**Zoomed window**

Window x 65 to 85, y 15 to 35 um. Cells in grey, sequential cells in the stronger grey; small squares are vias.
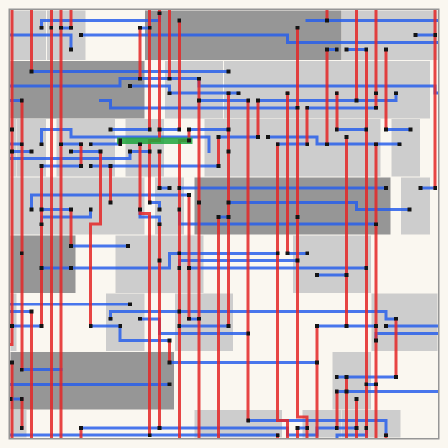
**Routing congestion**

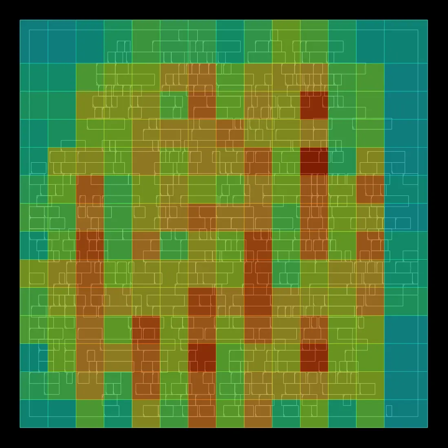
**Register map, names as in the netlist**

Drawn at 4 px/um. Other sequential cells in the stronger grey, the rest of the logic in the fainter grey.
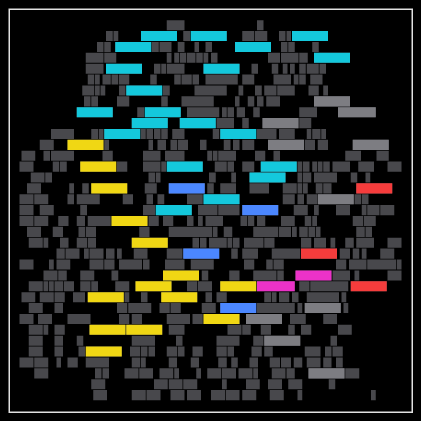
**Wiring by layer**

Drawn at 4 px/um.
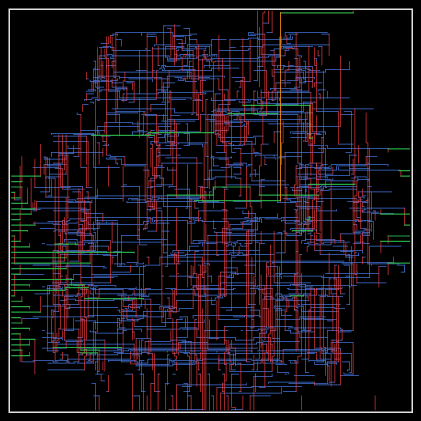
[src/rtl/uart_telemetry_sender_if.sv]
// Sensor-request / TX-FIFO push bundle for uart_telemetry_sender.
// The slave modport is the formatter; the master modport is the sensor/FIFO side.
interface uart_telemetry_sender_if #(
  parameter int NUM_CH = 4,
  parameter int DATA_W = 14
);
  localparam int CH_W = (NUM_CH > 1) ? $clog2(NUM_CH) : 1;

  logic [NUM_CH-1:0]        i_req;
  logic [NUM_CH*DATA_W-1:0] i_data;
  logic                     i_tx_full;
  logic                     o_push;
  logic [7:0]               o_push_data;
  logic                     o_busy;
  logic [CH_W-1:0]          o_active_ch;

  modport master (
    output i_req, i_data, i_tx_full,
    input  o_push, o_push_data, o_busy, o_active_ch
  );

  modport slave (
    input  i_req, i_data, i_tx_full,
    output o_push, o_push_data, o_busy, o_active_ch
  );
endinterface

[src/rtl/uart_telemetry_sender.sv]
// Multi-channel ASCII line formatter: round-robin request capture, serial
// double-dabble conversion and "<LABEL>:<digits>\n" pushes into a TX FIFO.
module uart_telemetry_sender #(
  parameter int NUM_CH    = 4,
  parameter int DATA_W    = 14,
  parameter int DIGITS    = 4,
  parameter int LABEL_LEN = 8,
  parameter logic [NUM_CH*LABEL_LEN*8-1:0] LABELS = {NUM_CH*LABEL_LEN{8'h20}},
  parameter logic [NUM_CH*4-1:0]           DP_POS = {NUM_CH{4'd0}}
) (
  input logic clk,
  input logic rst,
  uart_telemetry_sender_if.slave bus
);
  localparam int CH_W   = (NUM_CH > 1) ? $clog2(NUM_CH) : 1;
  localparam int BCD_W  = 4 * (DIGITS + 1);
  localparam int CNT_W  = $clog2(DATA_W + 1);
  localparam int LIDX_W = (LABEL_LEN > 1) ? $clog2(LABEL_LEN) : 1;
  localparam int DIDX_W = (DIGITS > 1) ? $clog2(DIGITS) : 1;

  typedef enum logic [2:0] {IDLE, CONV, LABEL, COLON, DIGIT, NL} state_t;

  state_t              state, state_n;
  logic [NUM_CH-1:0]   pending, pending_n;
  logic [CH_W-1:0]     last_ch, last_n, active_ch, active_n, winner;
  logic [DATA_W-1:0]   snap, snap_n;
  logic [BCD_W-1:0]    bcd, bcd_n, bcd_adj;
  logic                ovf, ovf_n, dot_now, dot_n, push, sat;
  logic [CNT_W-1:0]    cnt, cnt_n;
  logic [LIDX_W-1:0]   lbl_idx, lbl_idx_n;
  logic [DIDX_W-1:0]   dig_idx, dig_idx_n;
  logic [LIDX_W:0]     nz_first, nz_next;
  logic [7:0]          byte_out, lbl_byte, digit_byte;
  logic [3:0]          dp_k;

  // Returns {found, index} of the first non-null label byte at or after start.
  function automatic logic [LIDX_W:0] find_nz(input logic [CH_W-1:0] ch, input int start);
    logic [LIDX_W:0] r;
    r = '0;
    for (int j = LABEL_LEN - 1; j >= 0; j--) begin
      if (j >= start && LABELS[(int'(ch) * LABEL_LEN + LABEL_LEN - 1 - j) * 8 +: 8] != 8'h00)
        r = {1'b1, LIDX_W'(j)};
    end
    return r;
  endfunction

  // Round-robin search begins one past the last granted channel.
  always_comb begin
    winner = '0;
    for (int off = NUM_CH; off >= 1; off--) begin
      if (pending[(int'(last_ch) + off) % NUM_CH])
        winner = CH_W'((int'(last_ch) + off) % NUM_CH);
    end
  end

  always_comb begin
    bcd_adj = '0;
    for (int n = 0; n <= DIGITS; n++) begin
      bcd_adj[4*n +: 4] = (bcd[4*n +: 4] >= 4'd5) ? bcd[4*n +: 4] + 4'd3 : bcd[4*n +: 4];
    end
  end

  // A set top nibble or any bit shifted past it means the value exceeds DIGITS digits.
  assign sat        = ovf | (bcd[BCD_W-1 -: 4] != 4'd0);
  assign dp_k       = DP_POS[int'(active_ch) * 4 +: 4];
  assign lbl_byte   = LABELS[(int'(active_ch) * LABEL_LEN + LABEL_LEN - 1 - int'(lbl_idx)) * 8 +: 8];
  assign digit_byte = {4'h3, sat ? 4'd9 : bcd[(DIGITS - 1 - int'(dig_idx)) * 4 +: 4]};
  assign nz_first   = find_nz(active_ch, 0);
  assign nz_next    = find_nz(active_ch, int'(lbl_idx) + 1);

  always_comb begin
    state_n   = state;
    pending_n = pending | bus.i_req;
    last_n    = last_ch;
    active_n  = active_ch;
    snap_n    = snap;
    bcd_n     = bcd;
    ovf_n     = ovf;
    cnt_n     = cnt;
    lbl_idx_n = lbl_idx;
    dig_idx_n = dig_idx;
    dot_n     = dot_now;
    push      = 1'b0;
    byte_out  = 8'h00;
    case (state)
      IDLE: begin
        if (|pending) begin
          pending_n = (pending & ~(NUM_CH'(1) << winner)) | bus.i_req;
          snap_n    = bus.i_data[int'(winner) * DATA_W +: DATA_W];
          active_n  = winner;
          last_n    = winner;
          bcd_n     = '0;
          ovf_n     = 1'b0;
          cnt_n     = '0;
          state_n   = CONV;
        end
      end
      CONV: begin
        bcd_n  = {bcd_adj[BCD_W-2:0], snap[DATA_W-1]};
        ovf_n  = ovf | bcd_adj[BCD_W-1];
        snap_n = snap << 1;
        cnt_n  = cnt + CNT_W'(1);
        if (cnt == CNT_W'(DATA_W - 1)) begin
          if (nz_first[LIDX_W]) begin
            lbl_idx_n = nz_first[LIDX_W-1:0];
            state_n   = LABEL;
          end else begin
            state_n = COLON;
          end
        end
      end
      LABEL: begin
        byte_out = lbl_byte;
        push     = !bus.i_tx_full;
        if (push) begin
          if (nz_next[LIDX_W]) lbl_idx_n = nz_next[LIDX_W-1:0];
          else                 state_n   = COLON;
        end
      end
      COLON: begin
        byte_out = 8'h3A;
        push     = !bus.i_tx_full;
        if (push) begin
          dig_idx_n = '0;
          dot_n     = 1'b0;
          state_n   = DIGIT;
        end
      end
      DIGIT: begin
        byte_out = dot_now ? 8'h2E : digit_byte;
        push     = !bus.i_tx_full;
        if (push) begin
          if (dot_now) begin
            dot_n     = 1'b0;
            dig_idx_n = dig_idx + DIDX_W'(1);
          end else if (dp_k != 4'd0 && int'(dig_idx) == DIGITS - 1 - int'(dp_k)) begin
            dot_n = 1'b1;
          end else if (dig_idx == DIDX_W'(DIGITS - 1)) begin
            state_n = NL;
          end else begin
            dig_idx_n = dig_idx + DIDX_W'(1);
          end
        end
      end
      NL: begin
        byte_out = 8'h0A;
        push     = !bus.i_tx_full;
        if (push) state_n = IDLE;
      end
      default: state_n = IDLE;
    endcase
  end

  always_ff @(posedge clk or posedge rst) begin
    if (rst) begin
      state     <= IDLE;
      pending   <= '0;
      last_ch   <= '0;
      active_ch <= '0;
      snap      <= '0;
      bcd       <= '0;
      ovf       <= 1'b0;
      cnt       <= '0;
      lbl_idx   <= '0;
      dig_idx   <= '0;
      dot_now   <= 1'b0;
    end else begin
      state     <= state_n;
      pending   <= pending_n;
      last_ch   <= last_n;
      active_ch <= active_n;
      snap      <= snap_n;
      bcd       <= bcd_n;
      ovf       <= ovf_n;
      cnt       <= cnt_n;
      lbl_idx   <= lbl_idx_n;
      dig_idx   <= dig_idx_n;
      dot_now   <= dot_n;
    end
  end

  assign bus.o_push      = push;
  assign bus.o_push_data = byte_out;
  assign bus.o_busy      = (state != IDLE);
  assign bus.o_active_ch = active_ch;
endmodule
[src/flat_wrapper.sv]
// flat-port wrapper written by rule: the top's interface ports become plain ports
module uart_telemetry_sender_flat 
#(
  parameter int NUM_CH    = 4,
  parameter int DATA_W    = 14,
  parameter int DIGITS    = 4,
  parameter int LABEL_LEN = 8,
  parameter logic [NUM_CH*LABEL_LEN*8-1:0] LABELS = {NUM_CH*LABEL_LEN{8'h20}},
  parameter logic [NUM_CH*4-1:0]           DP_POS = {NUM_CH{4'd0}}
)
  (clk, rst, bus_i_req, bus_i_data, bus_i_tx_full, bus_o_push, bus_o_push_data, bus_o_busy, bus_o_active_ch);
  uart_telemetry_sender_if #(.NUM_CH(NUM_CH), .DATA_W(DATA_W)) bus_i ();
  input logic clk;
  input logic rst;
  input wire logic [$bits(bus_i.i_req)-1:0] bus_i_req;
  input wire logic [$bits(bus_i.i_data)-1:0] bus_i_data;
  input wire logic [$bits(bus_i.i_tx_full)-1:0] bus_i_tx_full;
  output wire logic [$bits(bus_i.o_push)-1:0] bus_o_push;
  output wire logic [$bits(bus_i.o_push_data)-1:0] bus_o_push_data;
  output wire logic [$bits(bus_i.o_busy)-1:0] bus_o_busy;
  output wire logic [$bits(bus_i.o_active_ch)-1:0] bus_o_active_ch;
  assign bus_i.i_req = bus_i_req;
  assign bus_i.i_data = bus_i_data;
  assign bus_i.i_tx_full = bus_i_tx_full;
  assign bus_o_push = bus_i.o_push;
  assign bus_o_push_data = bus_i.o_push_data;
  assign bus_o_busy = bus_i.o_busy;
  assign bus_o_active_ch = bus_i.o_active_ch;
  uart_telemetry_sender #(.NUM_CH(NUM_CH), .DATA_W(DATA_W), .DIGITS(DIGITS), .LABEL_LEN(LABEL_LEN), .LABELS(LABELS), .DP_POS(DP_POS)) u_core (.clk(clk), .rst(rst), .bus(bus_i));
endmodule
[config.mk]
export PLATFORM = sky130hd
export DESIGN_NAME = uart_telemetry_sender_flat
export DESIGN_NICKNAME = d
export VERILOG_FILES = /design/src/rtl/uart_telemetry_sender_if.sv /design/src/rtl/uart_telemetry_sender.sv /design/src/flat_wrapper.sv
export SDC_FILE = /design/constraint.sdc
export NUM_CORES = 1
export LEC_CHECK = 0
export CAP_MARGIN = 15
export CORE_MARGIN = 2
export CORE_UTILIZATION = 40
export CTS_CLUSTER_SIZE = 12
export DETAILED_ROUTE_END_ITERATION = 8
export GPL_TIMING_DRIVEN = 0
export REMOVE_ABC_BUFFERS = 1
export SYNTH_ARGS = -nofsm -noshare
export SYNTH_HDL_FRONTEND = slang
export SYNTH_SLANG_ARGS = --single-unit
[constraint.sdc]
create_clock -name clk -period 2.8 [get_ports clk]
set_clock_uncertainty 0.15 [all_clocks]
set_input_delay 0.28 -clock clk [delete_from_list [all_inputs] [get_ports clk]]
set_output_delay 0.28 -clock clk [all_outputs]
set_load 0.05 [all_outputs]
==> flow report <==
=========================================================================================
Placement-stage cell area .................................................. 0.00453 sq mm
Dominant combinational cell family by area after synthesis ................. AND-OR/OR-AND gates
Clk slew on worst S/H paths ................................................       110 ps
Post-synth regs ............................................................           53
Sinks on the clock net .....................................................           53
Fin cells ..................................................................          582
Antenna violations before repair ...........................................            0
Area fraction of the dominant cell type after synthesis ....................        35.7%
Initial DRC count ..........................................................          148
Post-layout net count ......................................................          550
Post-placement cell count ..................................................          568
Post-synthesis cell count from yosys .......................................          409
Pin count of the biggest net entering global routing .......................           34
Share of layout cells above drive strength 1 ...............................        12.7%
Sequential element share of the synthesized area ...........................        35.7%
Critical Path Start Type ...................................................    flip-flop
Count of warning messages emitted by the tools .............................           35
Top cell category ..........................................................  logic gates
Run status ................................................................. finished, final reports clean
Worst voltage drop across the vdd grid .....................................       541 uV
Ratio of total power to cell area .......................................... 1150 mW/mm^2
Final WL ...................................................................      9.57 mm
Clock network area share ...................................................        2.54%
Kind of path behind the tightest hold check ................................ input pin to async pin
Final setup TNS ............................................................         0 ps
Cts bufs inserted ..........................................................            5
Late-Pin Clk Latency .......................................................       310 ps
PnR worst setup slack ......................................................       140 ps
CTS root buf ...............................................................     clkbuf_8
Mean area per synthesized cell .............................................   9.08 sq um
Largest fanout on the critical path ........................................            4
DR vias ....................................................................         3351
Final Hold Viols ...........................................................            0
Standard-cell row count ....................................................           35
Number of standard cells after synthesis ...................................          409
Maximum buffer depth of the clock tree .....................................            2
Leading area contributor after synthesis ...................................      dfrtp_1
Reported leakage power .....................................................      1.96 nW
Summed standard-cell area reported by yosys ................................ 0.00371 sq mm
Data arrival time of the worst path ........................................      2230 ps
Finished layout cell area .................................................. 0.00473 sq mm
Required arrival time at the worst endpoint ................................      2370 ps
Final Power ................................................................    0.00543 W
Number of enable-type register cells in the synthesized netlist ............            0
Unique cell types ..........................................................           51
Sequential portion of the cell area ........................................        28.1%
Detailed-router iteration count before antenna repair ......................            4
Horizontal die dimension ...................................................       100 um
Number of logic inverters in the finished layout ...........................           32
Number of nets with antenna violations after detailed routing ..............            0
Total half-perimeter wirelength after legalization and detailed placement ..      6.74 mm
Height of the chip .........................................................       100 um
Max-slew violation total from the final report .............................            0
Number of failing setup endpoints in the final timing report ...............            0
Total routing usage reported by global routing .............................        20.1%
Number of vias per cell after detailed routing .............................         5.76
Commonest cells after routing, fill and taps aside ......................... 66 x clkdlybuf4s50_1, 51 x dfrtp_1, 35 x nor3_1, 33 x o21ai_0, 31 x inv_1
Die Footprint .............................................................. 0.0101 sq mm
Number of global-route vias before repair ..................................         3331
Proportion of register bits with asynchronous set or reset after synthesis .         100%
Share of synthesized cell area in and-or and or-and compound cells .........        26.5%
Post-synthesis mux area share ..............................................        5.32%
Count of clock-net buffers in the final layout .............................            6
Most instantiated cells after synthesis .................................... 53 x dfrtp_1, 37 x nor3_1, 33 x o21ai_0
Max-capacitance violation count ............................................            0
XOR/XNOR Fraction of Synth Area ............................................        2.36%
Adder-cell area share of the yosys netlist .................................        5.73%
Critical path's most frequent cell .........................................       nor2_1
FF+latch area .............................................................. 0.00133 sq mm
Final weighted congestion of routability-driven global placement ...........        0.793
Endpoint kind of the worst setup timing path ............................... primary output
Layout sequential cell count ...............................................           53
=========================================================================================
Back to the opening pictures, 'zoomed window':
Key: met2 = red; met3 = green; met1 = blue
Netlist names of flops here include `u_core.last_ch` (2), `u_core.pending` (2). Sequential cells in the window: 4. Most frequent: dfrtp_1 (3). 22 logic cells have their middle in the window.

Back to the opening pictures, 'routing congestion':
routed wirelength normalized by instance count: 16.4 um
routing usage on met3: 3.27%
met2 track demand over resource in global routing: 32.8%

Back to the opening pictures, 'register map, names as in the netlist':
Key: `u_core.bcd` = cyan [placed flops 20]; `u_core.last_ch` = magenta [placed flops 2]; `u_core.cnt` = blue [placed flops 4, where middle]; `u_core.lbl_idx` = red [placed flops 3]; `u_core.snap` = yellow [placed flops 14]
Another 10 sequential cells are not coloured.

Back to the opening pictures, 'wiring by layer':
Key: met2 = red [wire length 4540 um]; met4 = orange [wire length 55.1 um]; met1 = blue [wire length 4520 um]; met3 = green [wire length 456 um]

## path summary, 6_finish.rpt
path | startpoint | end | slack, ps | cells past startpoint
setup / recovery | u_core.bcd[16]$_DFFE_PP0P_ | bus_o_push_data[0] | 140 | 6
hold / removal | rst | u_core.state[1]$_DFFE_PP0P_ | 180 | 2
setup reg to reg | u_core.last_ch[1]$_DFFE_PP0P_ | u_core.snap[12]$_DFFE_PP0P_ | 220 | 8
hold reg to reg | u_core.snap[13]$_DFFE_PP0P_ | u_core.bcd[0]$_DFFE_PP0P_ | 320 | 2
max in group asynchronous | rst | u_core.last_ch[0]$_DFFE_PP0P_ | 1750 | 3
min in group clk | u_core.snap[13]$_DFFE_PP0P_ | u_core.bcd[0]$_DFFE_PP0P_ | 320 | 2
## timing repair
item                       in CTS  in global routing
setup endpoints to repair      24                 19
gates cloned                    1                  0
resized                        12                  7
pin swaps                       2                  1
setup buffers                   1                  4
## critical path, delay by kind of cell, from the launching register on
family / cells / cell delay [ps]
fa+ha+maj: 1 / 170
buf+inv: 2 / 560
flops: 1 / 430
simple gates: 3 / 760
## power breakdown
part | leakage (nW) | total, W | internal, W | switching [W]
Sequential | 0.678 | 0.00137 | 0.00103 | 0.000348
Clock | 0.0574 | 0.000557 | 0.000291 | 0.000266
Combinational | 1.22 | 0.00350 | 0.00140 | 0.00210
## metal layers
layer	vias to the layer above	track usage (%)	part of all wire [%]
met5	-	0	0
met1	1634	28.4	47
met3	4	3.27	4.8
met4	0	4.21	0.57
met2	79	32.8	47
li1	1634	-	-
## registers in the layout (all words and copies together), names as in the netlist
signal and cells:
u_core.ovf 1, u_core.dig_idx 2, u_core.pending 4, u_core.cnt 4, u_core.snap 14, u_core.bcd 20, u_core.last_ch 2, u_core.state 3
u_core.lbl_idx 3
Power and IR drop assume default switching activity.
